`src/rtl/alu_pkg.sv`:
```
// Opcodes, FSM state type and op classification shared by seq_alu and alu_comb.
// SEQ_ALU_MUL_EN enables the multi-cycle multiply.
package alu_pkg;

    localparam logic [3:0] OP_MOVE = 4'b0000;
    localparam logic [3:0] OP_ADD  = 4'b0001;
    localparam logic [3:0] OP_SUB  = 4'b0010;
    localparam logic [3:0] OP_AND  = 4'b0011;
    localparam logic [3:0] OP_OR   = 4'b0100;
    localparam logic [3:0] OP_NOT  = 4'b0101;
    localparam logic [3:0] OP_NOP  = 4'b0110;
    localparam logic [3:0] OP_SLT  = 4'b0111;
    localparam logic [3:0] OP_MUL  = 4'b1000;
    localparam logic [3:0] OP_SLL  = 4'b1001;
    localparam logic [3:0] OP_SRL  = 4'b1010;
    localparam logic [3:0] OP_SRA  = 4'b1011;

    typedef enum logic [1:0] {
        S_IDLE,
        S_EXEC,
        S_DONE
    } state_t;

    // True when the op needs the EXEC state (shift by a non-zero amount, or mul).
    function automatic logic is_multi(input logic [3:0] op, input logic shamt_nz);
        logic m;
        m = 1'b0;
        if (op == OP_SLL || op == OP_SRL || op == OP_SRA)
            m = shamt_nz;
`ifdef SEQ_ALU_MUL_EN
        if (op == OP_MUL)
            m = 1'b1;
`endif
        return m;
    endfunction

endpackage

```
`src/rtl/alu_comb.sv`:
```
// Single-cycle ALU ops with carry/overflow flags; shifts here pass operand A through
// (only a zero shift amount reaches this path), mul and illegal opcodes give 0.
module alu_comb
    import alu_pkg::*;
#(
    parameter int WIDTH = 16
) (
    input  logic [3:0]       op,
    input  logic [WIDTH-1:0] a,
    input  logic [WIDTH-1:0] b,
    output logic [WIDTH-1:0] result,
    output logic             carry,
    output logic             overflow
);

    logic [WIDTH:0] sum;
    logic [WIDTH:0] diff;

    assign sum  = {1'b0, a} + {1'b0, b};
    assign diff = {1'b0, a} - {1'b0, b};

    always_comb begin
        result   = '0;
        carry    = 1'b0;
        overflow = 1'b0;
        case (op)
            OP_MOVE: result = b;
            OP_ADD: begin
                result   = sum[WIDTH-1:0];
                carry    = sum[WIDTH];
                overflow = (a[WIDTH-1] == b[WIDTH-1]) && (sum[WIDTH-1] != a[WIDTH-1]);
            end
            OP_SUB: begin
                result   = diff[WIDTH-1:0];
                carry    = ~diff[WIDTH];
                overflow = (a[WIDTH-1] != b[WIDTH-1]) && (diff[WIDTH-1] != a[WIDTH-1]);
            end
            OP_AND:  result = a & b;
            OP_OR:   result = a | b;
            OP_NOT:  result = ~b;
            OP_SLT:  result = WIDTH'($signed(a) < $signed(b));
            OP_SLL, OP_SRL, OP_SRA: result = a;
            default: ;
        endcase
    end

endmodule

```
`src/rtl/seq_alu.sv`:
```
// Clocked ALU with start/done handshake, bit-serial shifts and optional shift-add
// multiply (enabled by SEQ_ALU_MUL_EN; otherwise opcode 1000 behaves as nop).
module seq_alu
    import alu_pkg::*;
#(
    parameter int WIDTH = 16,
    parameter int SHW   = $clog2(WIDTH)
) (
    input  logic             clk,
    input  logic             rst_n,
    input  logic             start,
    input  logic [3:0]       ALUControl,
    input  logic [WIDTH-1:0] in1,
    input  logic [WIDTH-1:0] in2,
    output logic             busy,
    output logic             done,
    output logic [WIDTH-1:0] ALUResult,
    output logic [WIDTH-1:0] ResultHi,
    output logic             Zero,
    output logic             Carry,
    output logic             Negative,
    output logic             Overflow
);

    localparam int CW = $clog2(WIDTH + 1);

    state_t           state_q, state_d;
    logic [3:0]       op_q, op_d;
    logic [CW-1:0]    cnt_q, cnt_d;
    logic [WIDTH-1:0] sh_q, sh_d, sh_step;
    logic             sh_out;
    logic [SHW-1:0]   shamt;

    logic             out_we;
    logic [WIDTH-1:0] res_d, hi_d;
    logic             c_d, v_d;

    logic [WIDTH-1:0] comb_res;
    logic             comb_c, comb_v;

    assign shamt = in2[SHW-1:0];
    assign busy  = (state_q == S_EXEC);
    assign done  = (state_q == S_DONE);

    alu_comb #(.WIDTH(WIDTH)) u_comb (
        .op       (ALUControl),
        .a        (in1),
        .b        (in2),
        .result   (comb_res),
        .carry    (comb_c),
        .overflow (comb_v)
    );

    always_comb begin
        sh_step = sh_q;
        sh_out  = 1'b0;
        case (op_q)
            OP_SLL: begin sh_step = {sh_q[WIDTH-2:0], 1'b0};         sh_out = sh_q[WIDTH-1]; end
            OP_SRL: begin sh_step = {1'b0, sh_q[WIDTH-1:1]};         sh_out = sh_q[0];       end
            OP_SRA: begin sh_step = {sh_q[WIDTH-1], sh_q[WIDTH-1:1]}; sh_out = sh_q[0];      end
            default: ;
        endcase
    end

`ifdef SEQ_ALU_MUL_EN
    // acc = {partial high, remaining multiplier bits}; each step adds then shifts right.
    logic [2*WIDTH-1:0] acc_q, acc_d, acc_step;
    logic [WIDTH-1:0]   mcand_q, mcand_d;
    logic [WIDTH:0]     mul_sum;

    assign mul_sum  = {1'b0, acc_q[2*WIDTH-1:WIDTH]} + (acc_q[0] ? {1'b0, mcand_q} : '0);
    assign acc_step = {mul_sum, acc_q[WIDTH-1:1]};
`endif

    always_comb begin
        state_d = state_q;
        op_d    = op_q;
        cnt_d   = cnt_q;
        sh_d    = sh_q;
`ifdef SEQ_ALU_MUL_EN
        acc_d   = acc_q;
        mcand_d = mcand_q;
`endif
        out_we  = 1'b0;
        res_d   = comb_res;
        hi_d    = '0;
        c_d     = comb_c;
        v_d     = comb_v;

        case (state_q)
            S_IDLE: begin
                if (start) begin
                    op_d = ALUControl;
                    if (is_multi(ALUControl, |shamt)) begin
                        state_d = S_EXEC;
                        sh_d    = in1;
                        cnt_d   = CW'(shamt);
`ifdef SEQ_ALU_MUL_EN
                        acc_d   = {{WIDTH{1'b0}}, in1};
                        mcand_d = in2;
                        if (ALUControl == OP_MUL)
                            cnt_d = CW'(WIDTH);
`endif
                    end else begin
                        out_we  = 1'b1;
                        state_d = S_DONE;
                    end
                end
            end
            S_EXEC: begin
                cnt_d = cnt_q - CW'(1);
`ifdef SEQ_ALU_MUL_EN
                if (op_q == OP_MUL) begin
                    acc_d = acc_step;
                    res_d = acc_step[WIDTH-1:0];
                    hi_d  = acc_step[2*WIDTH-1:WIDTH];
                    c_d   = |acc_step[2*WIDTH-1:WIDTH];
                    v_d   = 1'b0;
                end else
`endif
                begin
                    sh_d  = sh_step;
                    res_d = sh_step;
                    c_d   = sh_out;
                    v_d   = 1'b0;
                end
                if (cnt_q == CW'(1)) begin
                    out_we  = 1'b1;
                    state_d = S_DONE;
                end
            end
            S_DONE:  state_d = S_IDLE;
            default: state_d = S_IDLE;
        endcase
    end

    always_ff @(posedge clk or negedge rst_n) begin
        if (!rst_n) begin
            state_q   <= S_IDLE;
            op_q      <= '0;
            cnt_q     <= '0;
            sh_q      <= '0;
`ifdef SEQ_ALU_MUL_EN
            acc_q     <= '0;
            mcand_q   <= '0;
`endif
            ALUResult <= '0;
            ResultHi  <= '0;
            Zero      <= 1'b0;
            Carry     <= 1'b0;
            Negative  <= 1'b0;
            Overflow  <= 1'b0;
        end else begin
            state_q <= state_d;
            op_q    <= op_d;
            cnt_q   <= cnt_d;
            sh_q    <= sh_d;
`ifdef SEQ_ALU_MUL_EN
            acc_q   <= acc_d;
            mcand_q <= mcand_d;
`endif
            if (out_we) begin
                ALUResult <= res_d;
                ResultHi  <= hi_d;
                Zero      <= (res_d == '0);
                Carry     <= c_d;
                Negative  <= res_d[WIDTH-1];
                Overflow  <= v_d;
            end
        end
    end

endmodule

```
`config.mk`:
```
export PLATFORM = sky130hd
export DESIGN_NAME = seq_alu
export DESIGN_NICKNAME = d
export VERILOG_FILES = /design/src/rtl/alu_pkg.sv /design/src/rtl/alu_comb.sv /design/src/rtl/seq_alu.sv
export SDC_FILE = /design/constraint.sdc
export NUM_CORES = 1
export LEC_CHECK = 0
export ABC_CLOCK_PERIOD_IN_PS = 3700
export CELL_PAD_IN_SITES_DETAIL_PLACEMENT = 0
export CELL_PAD_IN_SITES_GLOBAL_PLACEMENT = 2
export CORE_MARGIN = 4
export CORE_UTILIZATION = 36
export CTS_BUF_LIST = sky130_fd_sc_hd__clkbuf_8
export DETAILED_ROUTE_END_ITERATION = 10
export PLACE_DENSITY = 0.88
export SLEW_MARGIN = 15
export SYNTH_ARGS = -nofsm -noshare
export SYNTH_HDL_FRONTEND = slang
export SYNTH_HIERARCHICAL = 1
export SYNTH_SLANG_ARGS = --single-unit
```
`constraint.sdc`:
```
create_clock -name clk -period 3.7 [get_ports clk]
set_input_delay 0.555 -clock clk [delete_from_list [all_inputs] [get_ports clk]]
set_output_delay 0.555 -clock clk [all_outputs]
set_load 0.02 [all_outputs]
```
==> results_slide.txt <==
Key Metrics from the Run

Logic synthesis
  – Mapped Cells: 758
  – Xor/xnor share: 0.605%
  – Synth cell types: between 80 and 90
  – Ys async rst share: 100%
  – Syn avg cell area: between 7 and 8 sq um
  – Yosys Instances: 758
  – Dominant cell type by area after synthesis: dfrtp_1
  – Post-synth EDFFs: 0
  – Top cells by count: 77 x nand2_1, 60 x a21oi_1, 56 x ha_1, 54 x inv_1, 54 x nor2_1
  – Adder Area Share: between 10% and 20%
  – Yosys stat chip area: 5790 sq um
  – Most frequent cell after synthesis: nand2_1

STA
  – Cycle use final: 99.3%
  – Final Critical Period: 3670 ps
  – Setup slack after layout: roughly 28 ps
  – Slew headroom: 40.4%
  – Max frequency: roughly 0.27 GHz
  – Clk_skew: roughly 10 ps
  – Worst-margin pin slew: 891 ps
  – Final Setup Violations: 0

Floorplan
  – IO Pins: roughly 77
  – Tap cells: around 220
  – Initial Utilization: a little over a third
  – Die height: 135 microns

Place
  – Area after DPL: 7800 sq um
  – Port Buffers: 60
  – Placed insts: 1160
  – Hpwl dp: between 15000 and 20000 microns

Pwr
  – Switching portion of total power: a little under half
  – Seq pwr share: between 20% and 30%
  – Power share of the clock group: 11.1%
  – Comb group: approximately 2.1 mW
  – Pint: 1.93 mW
  – P_sw: roughly 1.6 mW
  – Leak Pwr: 3.78 nW
  – PwrDens: roughly 430 nW/um^2

Global routing
  – Met1 Track Usage GR: roughly 33%
  – Met3 Use GR: 4.25%
  – Aggregate global-route resource usage: 26.3%
  – Vias in the first global route: 6907
  – Met2 Resource Use GR: 43.7%
  – Initial antenna violation count: 0
  – Gr busiest metal: met2
  – Largest net degree at the start of global routing: 47

Setup path
  – Critical path class: in -> reg
  – CP top delay family: AND-OR/OR-AND gates
  – Internal reg-to-reg setup slack: 980 ps
  – Critical Path End: Zero$_DFFE_PN0P_
  – Crit-path slowest cell: or4_1
  – Buf/Inv on CP: 4
  – Crit path largest cell delay: roughly 430 ps
  – Crit path arrival time: 3920 ps
  – CP startpoint: in1[2]
  – Crit. path cell count: 16
  – CP Capture Type: register

Routing
  – DR pass1 iterations: 6
  – WL met2: 11300 microns
  – Met1 wire length: 9630 microns
  – Residual DRC: 0
  – Final WL: 24300 microns
  – Wire length per cell: 20.6 microns
  – Met3 wire len: 1780 microns
  – Antenna viol nets, final: 0
  – Routed vias: 7059

Layout
  – FF/Latch Area: 1150 sq um
  – Final design utilization: 52.5%
  – Final std cells w/o fill: approximately 1200
  – Top class by area: combinational gates
  – NumNets Final: ~1100
  – MI comb cells: between 600 and 700
  – Fillers: around 1500
  – Signal buf overhead: 25.0%
  – Diode count: 0
  – Layout cell share with drive strength beyond 1: 29.9%
  – Seq area share: between 10 and 15%
  – Clk cell area share: 1.35%
  – Layout Area Growth over Synthesis: 43.7%
  – Combinational fraction of the cell area: about 54%
  – Top flop regs: ALUResult (16), sh_q (16), cnt_q (5)

Hold path
  – Worst Hold Class: in -> async

Flow run
  – Tool Warnings: 68
  – Max Cap Violations: 0

CTS
  – Cts repair resizes: about 70
  – CTS max path bufs: 2
  – Post-CTS Setup Repair Bufs: 9

Status
  – Status: complete, no violations
**Power grid**

Bar = 50 microns. Pins as bars on the die edge. Tap cells in grey.
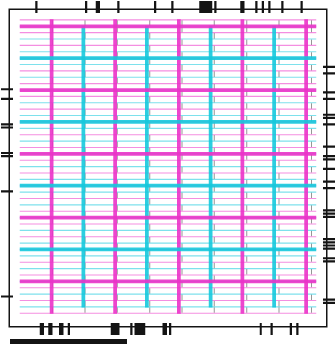
[VDD] cyan
[VSS] magenta
tap cells: 216
rows: 46
met5 straps: 9

**Placement by cell class**

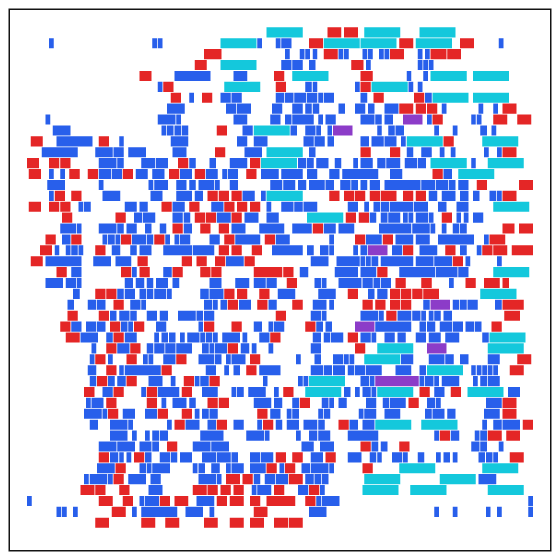
[flops] cyan | cells: 46 | share of their area: 14%
[combinational and other logic] blue | cells: 659 | share of their area: 58%
[other buffers and delay cells] red | cells: 252 | share of their area: 26%
[clock drivers and dummy loads] purple | cells: 7 | share of their area: 1.4%
Row Count: 46
core area: 15800 sq um

**Routed clock nets over the placement**

Bar = 50 microns.
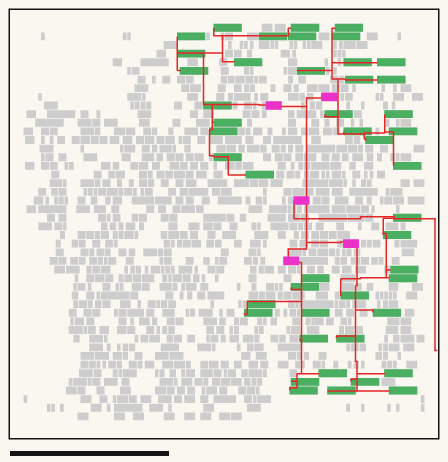
[clock wires] red | length: 659 microns
[flip-flops] green | count: 46
[clock drivers] magenta | count: 5
routed clock nets: 6

**Routed metal, one colour a layer**

Bar = 50 microns. Only two layers are drawn.
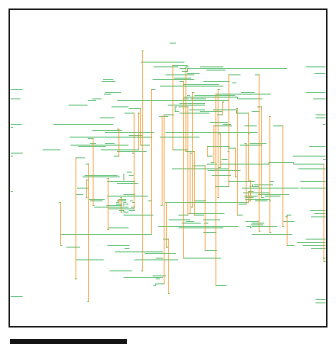
[metal 4] orange | wire length: 1510 microns
[metal 3] green | wire length: 1780 microns

**Clock nets**

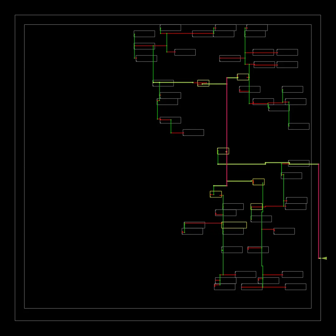
clk sinks: 46
Seq cells: 46
CTS buffer count: 5

No activity file was given, so power comes from the tool's default toggle rates.
